**src/rtl/stopwatch_lap.sv**
```systemverilog
// stopwatch_lap: BCD stopwatch with lap hold and a multiplexed 7-segment display.
//
// Ports
//   clk, reset                  : system clock, synchronous active-high reset
//   button_start/stop/lap/clear : raw push buttons (high = pressed), asynchronous
//   anode_signals[NUM_DIGITS]   : active-low one-hot digit enable, bit 0 = rightmost digit
//   display_out[6:0]            : active-low segments {g,f,e,d,c,b,a}
//   dp_out                      : active-low decimal point
//   running                     : high while the FSM is in RUNNING
//   lap_active                  : high while the display shows the frozen lap value
//   overflow                    : sticky, set when the count wraps from all 9s
//   state_dbg[1:0]              : FSM state (0 = IDLE, 1 = RUNNING, 2 = STOPPED)
//
// Button events are single-cycle press pulses: a pulse is asserted for exactly one
// clock when the debounced level goes 0->1, and it is consumed by the FSM in that cycle.
module stopwatch_lap #(
  parameter int CLK_HZ          = 50_000_000,
  parameter int TICK_HZ         = 100,
  parameter int NUM_DIGITS      = 4,
  parameter int REFRESH_HZ      = 1000,
  parameter int DEBOUNCE_CYCLES = 500_000,
  parameter int DP_POS          = 2
) (
  input  logic                  clk,
  input  logic                  reset,
  input  logic                  button_start,
  input  logic                  button_stop,
  input  logic                  button_lap,
  input  logic                  button_clear,
  output logic [NUM_DIGITS-1:0] anode_signals,
  output logic [6:0]            display_out,
  output logic                  dp_out,
  output logic                  running,
  output logic                  lap_active,
  output logic                  overflow,
  output logic [1:0]            state_dbg
);

  localparam int PRESCALE    = CLK_HZ / TICK_HZ;
  localparam int REFRESH_DIV = CLK_HZ / (REFRESH_HZ * NUM_DIGITS);
  localparam int PW          = (PRESCALE > 1) ? $clog2(PRESCALE) : 1;
  localparam int RW          = (REFRESH_DIV > 1) ? $clog2(REFRESH_DIV) : 1;
  localparam int DW          = $clog2(DEBOUNCE_CYCLES + 1);
  localparam int IW          = $clog2(NUM_DIGITS);
  localparam int CW          = 4 * NUM_DIGITS;

  typedef enum logic [1:0] {IDLE = 2'd0, RUNNING = 2'd1, STOPPED = 2'd2} state_t;

  // ---------------- synchroniser + debouncer, one lane per button ----------------
  // Lane order: 0 = start, 1 = stop, 2 = lap, 3 = clear.
  logic [3:0]    btn_raw;
  logic [3:0]    sync1_q, sync2_q, stable_q, pulse_q;
  logic [DW-1:0] db_cnt_q [4];

  assign btn_raw = {button_clear, button_lap, button_stop, button_start};

  // The counter runs only while the synchronised level differs from the accepted
  // level; any sample equal to the accepted level restarts the qualification.
  always_ff @(posedge clk) begin
    if (reset) begin
      sync1_q  <= '0;
      sync2_q  <= '0;
      stable_q <= '0;
      pulse_q  <= '0;
      for (int i = 0; i < 4; i++) db_cnt_q[i] <= '0;
    end else begin
      sync1_q <= btn_raw;
      sync2_q <= sync1_q;
      for (int i = 0; i < 4; i++) begin
        pulse_q[i] <= 1'b0;
        if (sync2_q[i] == stable_q[i]) begin
          db_cnt_q[i] <= '0;
        end else if (db_cnt_q[i] == DW'(DEBOUNCE_CYCLES - 1)) begin
          stable_q[i] <= sync2_q[i];
          pulse_q[i]  <= sync2_q[i];
          db_cnt_q[i] <= '0;
        end else begin
          db_cnt_q[i] <= db_cnt_q[i] + 1'b1;
        end
      end
    end
  end

  logic start_p, stop_p, lap_p, clear_p;
  assign start_p = pulse_q[0];
  assign stop_p  = pulse_q[1];
  assign lap_p   = pulse_q[2];
  assign clear_p = pulse_q[3];

  // ---------------- control FSM ----------------
  state_t state_q, state_d;

  always_ff @(posedge clk) begin
    if (reset) state_q <= IDLE;
    else       state_q <= state_d;
  end

  // Stop wins over a simultaneous start, so start only acts when stop is absent.
  always_comb begin
    state_d = state_q;
    case (state_q)
      IDLE:    if (start_p && !stop_p) state_d = RUNNING;
      RUNNING: if (stop_p) state_d = STOPPED;
      STOPPED: begin
        if (start_p && !stop_p) state_d = RUNNING;
        else if (clear_p)       state_d = IDLE;
      end
      default: state_d = IDLE;
    endcase
  end

  logic go_run, enter_stop, do_clear, lap_go;
  assign go_run     = (state_q == IDLE)    && (state_d == RUNNING);
  assign enter_stop = (state_q == RUNNING) && (state_d == STOPPED);
  assign do_clear   = (state_q == STOPPED) && (state_d == IDLE);
  assign lap_go     = (state_q == RUNNING) && (state_d == RUNNING) && lap_p;

  // ---------------- prescaler ----------------
  logic [PW-1:0] presc_q;
  logic          tick;

  assign tick = (state_q == RUNNING) && (presc_q == PW'(PRESCALE - 1));

  // Holds its value through STOPPED so a resumed run keeps its sub-tick phase.
  always_ff @(posedge clk) begin
    if (reset || do_clear || go_run) presc_q <= '0;
    else if (state_q == RUNNING)     presc_q <= tick ? '0 : presc_q + 1'b1;
  end

  // ---------------- BCD counter ----------------
  logic [CW-1:0] count_q, count_inc, lap_q;
  logic          carry;
  logic          overflow_q, lap_active_q;

  // Ripple increment; carry out of the top digit means the count was all 9s.
  always_comb begin
    count_inc = count_q;
    carry     = 1'b1;
    for (int i = 0; i < NUM_DIGITS; i++) begin
      if (carry) begin
        if (count_q[4*i +: 4] == 4'd9) begin
          count_inc[4*i +: 4] = 4'd0;
        end else begin
          count_inc[4*i +: 4] = count_q[4*i +: 4] + 4'd1;
          carry               = 1'b0;
        end
      end
    end
  end

  always_ff @(posedge clk) begin
    if (reset || do_clear) begin
      count_q    <= '0;
      overflow_q <= 1'b0;
    end else if (tick) begin
      count_q <= count_inc;
      if (carry) overflow_q <= 1'b1;
    end
  end

  // ---------------- lap register ----------------
  always_ff @(posedge clk) begin
    if (reset || do_clear) begin
      lap_q        <= '0;
      lap_active_q <= 1'b0;
    end else if (enter_stop) begin
      lap_active_q <= 1'b0;
    end else if (lap_go) begin
      if (lap_active_q) begin
        lap_active_q <= 1'b0;
      end else begin
        lap_q        <= count_q;
        lap_active_q <= 1'b1;
      end
    end
  end

  // ---------------- display multiplexer ----------------
  logic [CW-1:0] disp_val;
  logic [RW-1:0] ref_q;
  logic [IW-1:0] digit_q;
  logic [3:0]    cur_digit;
  logic [6:0]    seg_d;

  assign disp_val  = lap_active_q ? lap_q : count_q;
  assign cur_digit = disp_val[{digit_q, 2'b00} +: 4];

  always_ff @(posedge clk) begin
    if (reset) begin
      ref_q   <= '0;
      digit_q <= '0;
    end else if (ref_q == RW'(REFRESH_DIV - 1)) begin
      ref_q   <= '0;
      digit_q <= (digit_q == IW'(NUM_DIGITS - 1)) ? '0 : digit_q + 1'b1;
    end else begin
      ref_q <= ref_q + 1'b1;
    end
  end

  always_comb begin
    seg_d = 7'b1111111;
    case (cur_digit)
      4'd0: seg_d = 7'b1000000;
      4'd1: seg_d = 7'b1111001;
      4'd2: seg_d = 7'b0100100;
      4'd3: seg_d = 7'b0110000;
      4'd4: seg_d = 7'b0011001;
      4'd5: seg_d = 7'b0010010;
      4'd6: seg_d = 7'b0000010;
      4'd7: seg_d = 7'b1111000;
      4'd8: seg_d = 7'b0000000;
      4'd9: seg_d = 7'b0010000;
      default: seg_d = 7'b1111111;
    endcase
  end

  // Anode, segments and dp are all registered from the same digit index, so the
  // three outputs change together one cycle after the index moves.
  always_ff @(posedge clk) begin
    if (reset) begin
      anode_signals <= ~NUM_DIGITS'(1);
      display_out   <= 7'b1000000;
      dp_out        <= (DP_POS == 0) ? 1'b0 : 1'b1;
    end else begin
      anode_signals <= ~(NUM_DIGITS'(1) << digit_q);
      display_out   <= seg_d;
      dp_out        <= !(int'(digit_q) == DP_POS);
    end
  end

  assign running    = (state_q == RUNNING);
  assign lap_active = lap_active_q;
  assign overflow   = overflow_q;
  assign state_dbg  = state_q;

endmodule

```
**config.mk**
```make
export PLATFORM = sky130hd
export DESIGN_NAME = stopwatch_lap
export DESIGN_NICKNAME = d
export VERILOG_FILES = /design/src/rtl/stopwatch_lap.sv
export SDC_FILE = /design/constraint.sdc
export NUM_CORES = 1
export LEC_CHECK = 0
export ABC_AREA = 1
export CORE_UTILIZATION = 35
export DETAILED_ROUTE_END_ITERATION = 6
export GPL_TIMING_DRIVEN = 1
export SLEW_MARGIN = 10
export SYNTH_ARGS = -nofsm -noshare
export SYNTH_HDL_FRONTEND = slang
export SYNTH_SLANG_ARGS = --single-unit
export TNS_END_PERCENT = 30
```
**constraint.sdc**
```tcl
create_clock -name clk -period 1.94 [get_ports clk]
set_input_delay 0.388 -clock clk [delete_from_list [all_inputs] [get_ports clk]]
set_output_delay 0.388 -clock clk [all_outputs]
set_load 0.005 [all_outputs]
```
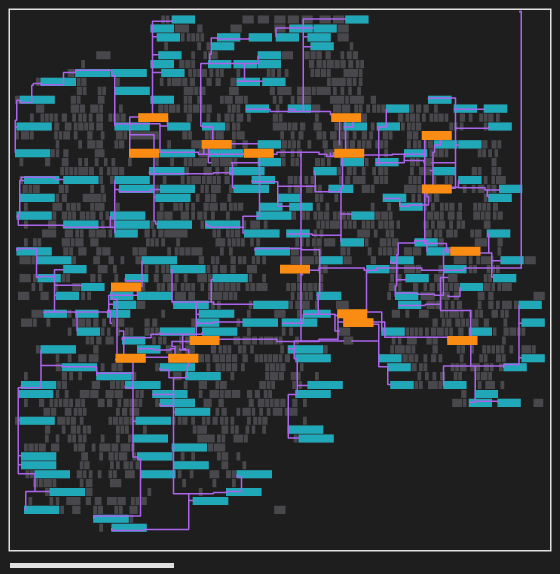
run_1/clk_routes.png
Scale bar: 50 um.
legend:
  flip-flops:
    colour: cyan
    count: 174
  clock drivers:
    colour: orange
    count: 17
  clock wires:
    colour: purple
    length: 2,360 um
flops lie: spread over the die
Fin Clk Skew: 11.4 ps
Clk power: 3.35 mW
worst-skew pair later-pin latency: 440 ps

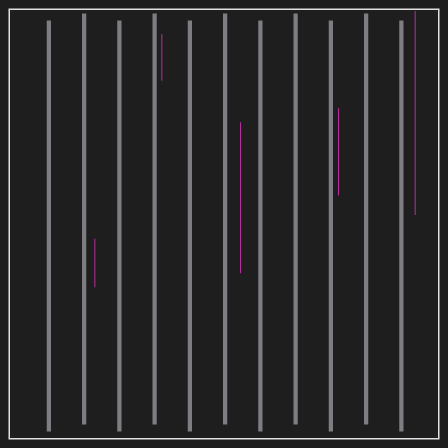
run_1/layer_met4.png
Supply wires on this layer in grey.
longest straight run: 78.2 um
main direction: vertical

==> changes_impl.md, run 1 <==
### Changed

- PortBufs: 22
- Crit path DRT: 1550 ps
- Layout Nets: 1,404
- Yosys simple share: 34.1%
- Gpl congestion: 0.804
- Worst path max stage delay: 510 ps
- Worst min path class: flip-flop to flip-flop
- Total congestion overflow: 0
- DR vias: 7,965
- Pint: 5.77 mW
- Async set or reset register ratio after synthesis: 0%
- Final ANT Viol Nets: 0
- Post-placement cell area: 0.0104 mm^2
- Post-synth top cells: 293 x nand2_1, 191 x nor2_1, 150 x inv_1
- Row cnt: 59
- Flop share of the area: 38.3%
- Final HPWL DP: 14.3 mm
- Tmin final: 1850 ps
- Fp util: 35.7%
- Setup Viol. Count Final: 0
- Leak: 4.44 nW
- R2R Path Start: db_cnt_q[2][0]
- Worst setup EP type: primary output
- Most flop-heavy register: db_cnt_q
- Clock Sinks: 174
- Combinational power: 291 uW
- CP Cell Sequence: buf_6 -> clkdlybuf4s50_1
- Setup slack, reg-to-reg: 130 ps
- Die ar.: 0.0271 mm^2
- Top-level port count: 23
- Worst-path clk slew: 70 ps
- Combinational share of power: 3.8%
- Clk pwr share: 44.0%
- Aoi share: 6.29%
- Largest Pwr Group: registers
- Status: finished clean
- Worst r2r dst: db_cnt_q[2][16]
- Non-clk invs: 155
- Peak VDD IR: 0.520 mV
- Area fraction in mux cells: 0%
- Net Sw Frac: 24.1%
- Vias per std cell: 4.60
- Final-layout fill cell count: 2,682
- Max-slew violation count: 0
- RSZ-0062 raised after global routing: true
- Sequential cell count: 174
- Number of CTS-inserted buffers: 17
- Number of flip-flops in the largest register: 76
- Post-DR wirelength/cell: 11.2 um
- Top cell excl fill/tap: nand2_1
- Mapped Cells: 1,239
- Reg power frac: 52.2%
- Mapped cell area: 0.00927 mm^2
- Root Driver: clkbuf_16
- First-pass GRT wire length: 33.1 mm
- Cell family with most CP delay: buffers and inverters
- Hold_sp: sync1_q[3]
- XOR Share, Synth: 4.06%
- Largest net degree at the start of global routing: 23
- Comb area: 0.00463 mm^2
- Biggest regs: db_cnt_q (76), presc_q (19)
- Setup TNS: 0 ps
- Area reported by Yosys stat: 0.00927 mm^2
- Hold buffer count at cts: 0
- Post-synth EDFFs: 76
- Ys cells: 1,239
- Post-synth cell types: 40
- Critical Path Sink: lap_active
- Critical Path Start Type: flip-flop
- Ys Warns: 0
- Main logic family: simple AND/OR/NAND/NOR gates
- Largest class: multi-input combinational cells
- Cell with the most instances after synthesis: nand2_1
- Fin util: 42.7%
- Tool warnings: 34
- Clkbuf count: 19
- Most frequent cells in the layout: 292 x nand2_1, 188 x nor2_1, 149 x inv_1
- Layout cells sized above 1: 9.53%
- Core Footprint: 0.0260 mm^2
- CP Buf/Inv Count: 2
- WP depth: 2
- Origin of the worst setup path: lap_active
- FA/HA/MAJ Cells, Area Fraction: 2.02%
- FF-to-FF path depth: 11
- TritonRoute pass-1 iters: 7
- Non-Clock Buffer Count: 73
- Seq group: 3.97 mW
- Synth top area cells: edfxtp_1 25%, dfxtp_1 21%, nand2_1 12%
- Top_reg_cell synth: dfxtp_1
- Tap Count: 335
- Hold endpoint: sync2_q[3]
- MI comb cells: 962
- Max Root-Sink Buffers: 2
- Post-synth top area cell: edfxtp_1
- Combinational share of cell area: 41.8%
- Synth Register Bits: 174
- Vias in the first global route: 7,249
- Cell area after layout: 0.0111 mm^2
- Synthesized area per cell: 7.48 um^2
- Fraction of area in clock buffers and inverters: 5.11%
- Flop area: 0.00425 mm^2
- Number of remaining DRC errors: 0
- Die height: 165 um
- Antenna diode count: 0
- Tcrit/Tclk final: 95.5%
- P&R area growth vs syn: 19.6%
- Pwr per Cell Area: 686 mW/mm^2
- Final Routed Wirelength: 19.4 mm
- Sequential area share after synthesis: 45.8%
- Die outline width: 165 um
- Crit path max fanout: 12
- Hold Path Depth: 2
- CTS tree: yes
- Final Hold Vio Count: 0
- Max-area cell share: 24.6%
- Design Power: 7.61 mW
- Non-clk buf share: 5.72%
- DR iter-0 viols: 451
- Global-route usage over all layers: 15.2%
- H-tree depth: 4
- Switching pwr: 1.83 mW
- Data arrival, critical path: 1460 ps
- Total of max-cap violations: 0
- Crit Path Class: flip-flop to primary output
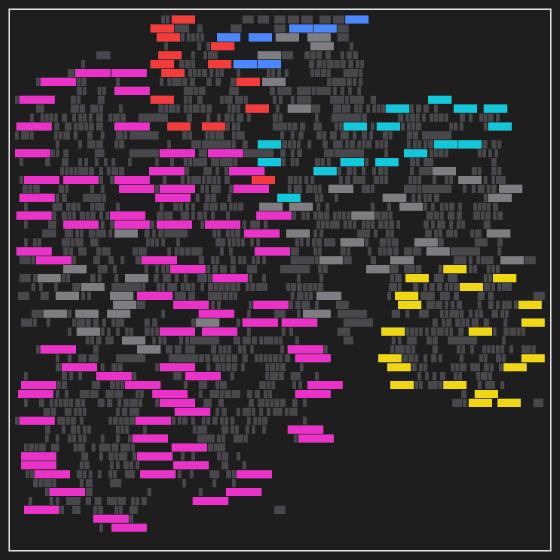
run_1/flops_by_reg.png
legend:
  lap_q:
    colour: cyan
    placed_flops: 16
  db_cnt_q:
    colour: magenta
    placed_flops: 76
  display_out:
    colour: blue
    placed_flops: 7
    where: north
  presc_q:
    colour: yellow
    placed_flops: 19
    where: east
  ref_q:
    colour: red
    placed_flops: 14
not coloured: 42

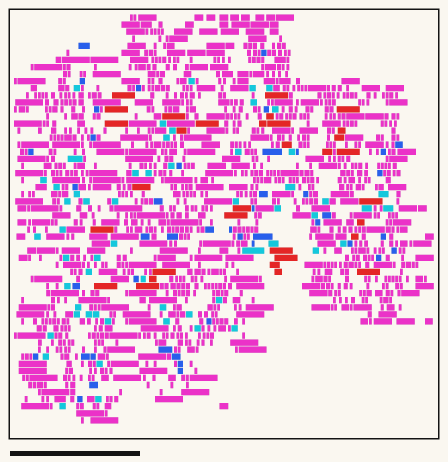
run_1/sizes.png
Scale bar: 50 um.
legend:
  _3 and _4 cells:
    colour: cyan
    cells: 57
  _6 and larger:
    colour: red
    cells: 32
  _0 and _1 cells:
    colour: magenta
    cells: 1,263
  _2 cells:
    colour: blue
    cells: 44

run 1: repair_timing:
item,CTS,global route
hold endpoints to repair,0,0
setup endpoints to repair,2,44
buffers inserted,2,5
pin swaps,1,2
gates resized,4,19
gates cloned,0,0
run 1: layer usage:
| layer | GRT usage (%) | share of wire (%) | vias up |
|---|---|---|---|
| li1 | - | - | 4244 |
| met1 | 20.3 | 49 | 3575 |
| met2 | 24.4 | 46 | 133 |
| met3 | 3.21 | 3.5 | 13 |
| met4 | 4.67 | 1.1 | 0 |
| met5 | 0 | 0 | - |
run 1: metrics by stage:
stage	worst slack, ps	cells	hold WS [ps]
after floorplan	193	1314	388
after global placement	-22.4	1692	392
after detailed placement	-61.4	1692	392
after CTS	5.08	1726	402
after global routing	-79.1	1731	428
final	88.0	1731	399
## Run 2: what changed since run 1
--- a/config.mk
+++ b/config.mk
@@ -6,6 +6,8 @@
 export NUM_CORES = 1
 export LEC_CHECK = 0
 export ABC_AREA = 1
+export ABC_CLOCK_PERIOD_IN_PS = 1940
+export CAP_MARGIN = 20
 export CORE_UTILIZATION = 35
 export DETAILED_ROUTE_END_ITERATION = 6
 export GPL_TIMING_DRIVEN = 1
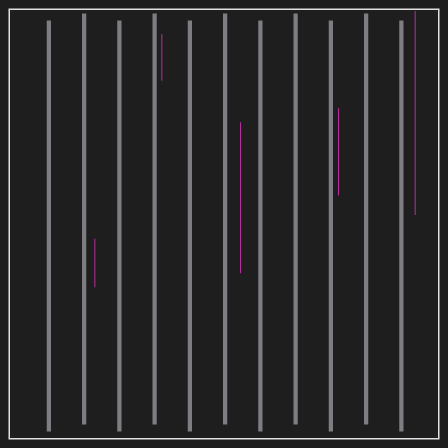
run_2/layer_met4.png
Supply wires on this layer in grey.
share of all routed wire: 1.1%
main direction: vertical
longest straight run: 78.2 um
Final Routed Wirelength: 19.4 mm
DR vias: 7,965

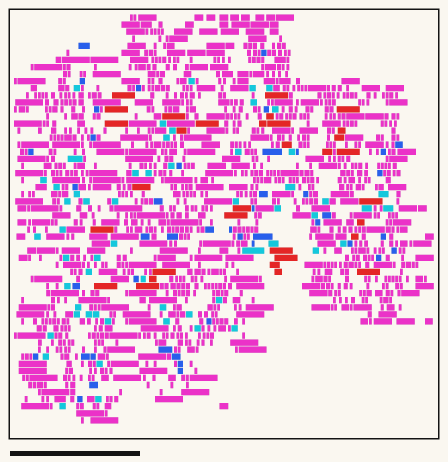
run_2/sizes.png
Scale bar: 50 um.
legend:
  _6 and larger:
    colour: red
    cells: 32
  _0 and _1 cells:
    colour: magenta
    cells: 1,263
  _3 and _4 cells:
    colour: cyan
    cells: 57
  _2 cells:
    colour: blue
    cells: 44
P&R area growth vs syn: 19.6%
cell area after layout: 0.0111 mm^2

==> run 2 against run 1 <==
Net effect:
- highest routed layer unchanged
- hold slack is the same
- critical path depth is the same
- via count is the same
- clock power is essentially flat
- die size is the same
- global-route usage is the same
- wire length is the same
==> changes_impl.md, run 2 <==
### Changed

- Pwr per Cell Area: 686 mW/mm^2 (unchanged)
- Crit path max fanout: 12 (unchanged)
- Seq group: 3.97 mW (about the same)
- Fp util: 35.7% (unchanged)
- Max-slew violation count: 0 (unchanged)
- Clk pwr share: 44.0% (about the same)
- Ys cells: 1,239 (unchanged)
- Status: finished clean
- Met2 usage in global routing: 24.4% (unchanged)
- Clk power: 3.35 mW (about the same)
- Pint: 5.77 mW (unchanged)
- Vias per std cell: 4.60 (unchanged)
- Gpl congestion: 0.804 (unchanged)
- FF-to-FF path depth: 11 (unchanged)
- Largest Pwr Group: registers
- Global-route usage over all layers: 15.2% (unchanged)
- Synthesized area per cell: 7.48 um^2 (unchanged)
- Sequential area share after synthesis: 45.8% (unchanged)
- Die outline width: 165 um (unchanged)
- Max Root-Sink Buffers: 2 (unchanged)
- Post-DR wirelength/cell: 11.2 um (unchanged)
- Worst path max stage delay: 510 ps (about the same)
- R2R Path Start: db_cnt_q[2][0]
- CP Cell Sequence: buf_6 -> clkdlybuf4s50_1
- Number of flip-flops in the largest register: 76 (unchanged)
- Origin of the worst setup path: lap_active
- Ys Warns: 0 (unchanged)
- Post-placement cell area: 0.0104 mm^2 (unchanged)
- Fin cells: 1,731 (unchanged)
- Fin Hold WS: 399 ps (unchanged)
- Inst Count DP: 1,692 (unchanged)
- Biggest regs: db_cnt_q (76), presc_q (19)
- Met3 Track Usage GR: 3.21% (unchanged)
- GRT Max-Usage Layer: met2
- Fin util: 42.7% (unchanged)
- Max Used Layer: met4
- Post-synth top cells: 293 x nand2_1, 191 x nor2_1, 150 x inv_1
- Tool warnings: 34 (unchanged)
- Vias in the first global route: 7,249 (unchanged)
- Cts repair resizes: 4 (unchanged)
- Top-level port count: 23 (unchanged)
- Antenna diode count: 0 (unchanged)
- Cell with the most instances after synthesis: nand2_1
- Peak VDD IR: 0.520 mV (unchanged)
- Wire length on met3: 671 um (unchanged)
- Core Footprint: 0.0260 mm^2 (unchanged)
- Synth top area cells: edfxtp_1 25%, dfxtp_1 21%, nand2_1 12%
- Post-placement worst setup slack: -61.4 ps (unchanged)
- Final Hold Vio Count: 0 (unchanged)
- Hold_sp: sync1_q[3]
- Combinational power: 291 uW (about the same)
- Worst-skew pair later-pin latency: 440 ps (about the same)
- Die height: 165 um (unchanged)
- Layout cells sized above 1: 9.53% (unchanged)
- Met1 Use GR: 20.3% (unchanged)
- Worst-path clk slew: 70 ps (about the same)
- Final ANT Viol Nets: 0 (unchanged)
- Most flop-heavy register: db_cnt_q
- Cell family with most CP delay: buffers and inverters
- Tcrit/Tclk final: 95.5% (unchanged)
- TritonRoute pass-1 iters: 7 (unchanged)
- Final HPWL DP: 14.3 mm (unchanged)
- Hold endpoint: sync2_q[3]
- CTS tree: yes
- Hold Path Depth: 2 (unchanged)
- Data arrival, critical path: 1460 ps (about the same)
- Setup TNS: 0 ps (unchanged)
- Post-synth cell types: 40 (unchanged)
- Design Power: 7.61 mW (unchanged)
- Area reported by Yosys stat: 0.00927 mm^2 (unchanged)
- Row cnt: 59 (unchanged)
- Metal2 WL: 8.91 mm (unchanged)
- Most frequent cells in the layout: 292 x nand2_1, 188 x nor2_1, 149 x inv_1
- Synth Register Bits: 174 (unchanged)
- RSZ-0062 raised after global routing: true
- Post-synth EDFFs: 76 (unchanged)
- Setup Viol. Count Final: 0 (unchanged)
-- run 2: layout make-up --
class	instances	area, um^2	share of cell area (%)
multi-input combinational	962	4630	41.8
sequential	174	4250	38.3
timing repair buffer	73	634	5.72
inverter	155	586	5.28
clock buffer	19	454	4.10
tap	335	419	3.78
clock inverter	13	113	1.02
-- run 2: cells by family (layout without fill, tap and decap cells) --
| group | Yosys count | after routing | synth area share (%) |
|---|---|---|---|
| flops | 174 | 174 | 45.8 |
| xor+xnor | 43 | 43 | 4.06 |
| buf+inv | 178 | 260 | 7.75 |
| fa+ha+maj | 15 | 15 | 2.02 |
| compound gates | 112 | 112 | 6.29 |
| other cells | 1 | 76 | 0.0405 |
| simple gates | 716 | 716 | 34.1 |
No activity file was given, so power comes from the tool's default toggle rates.
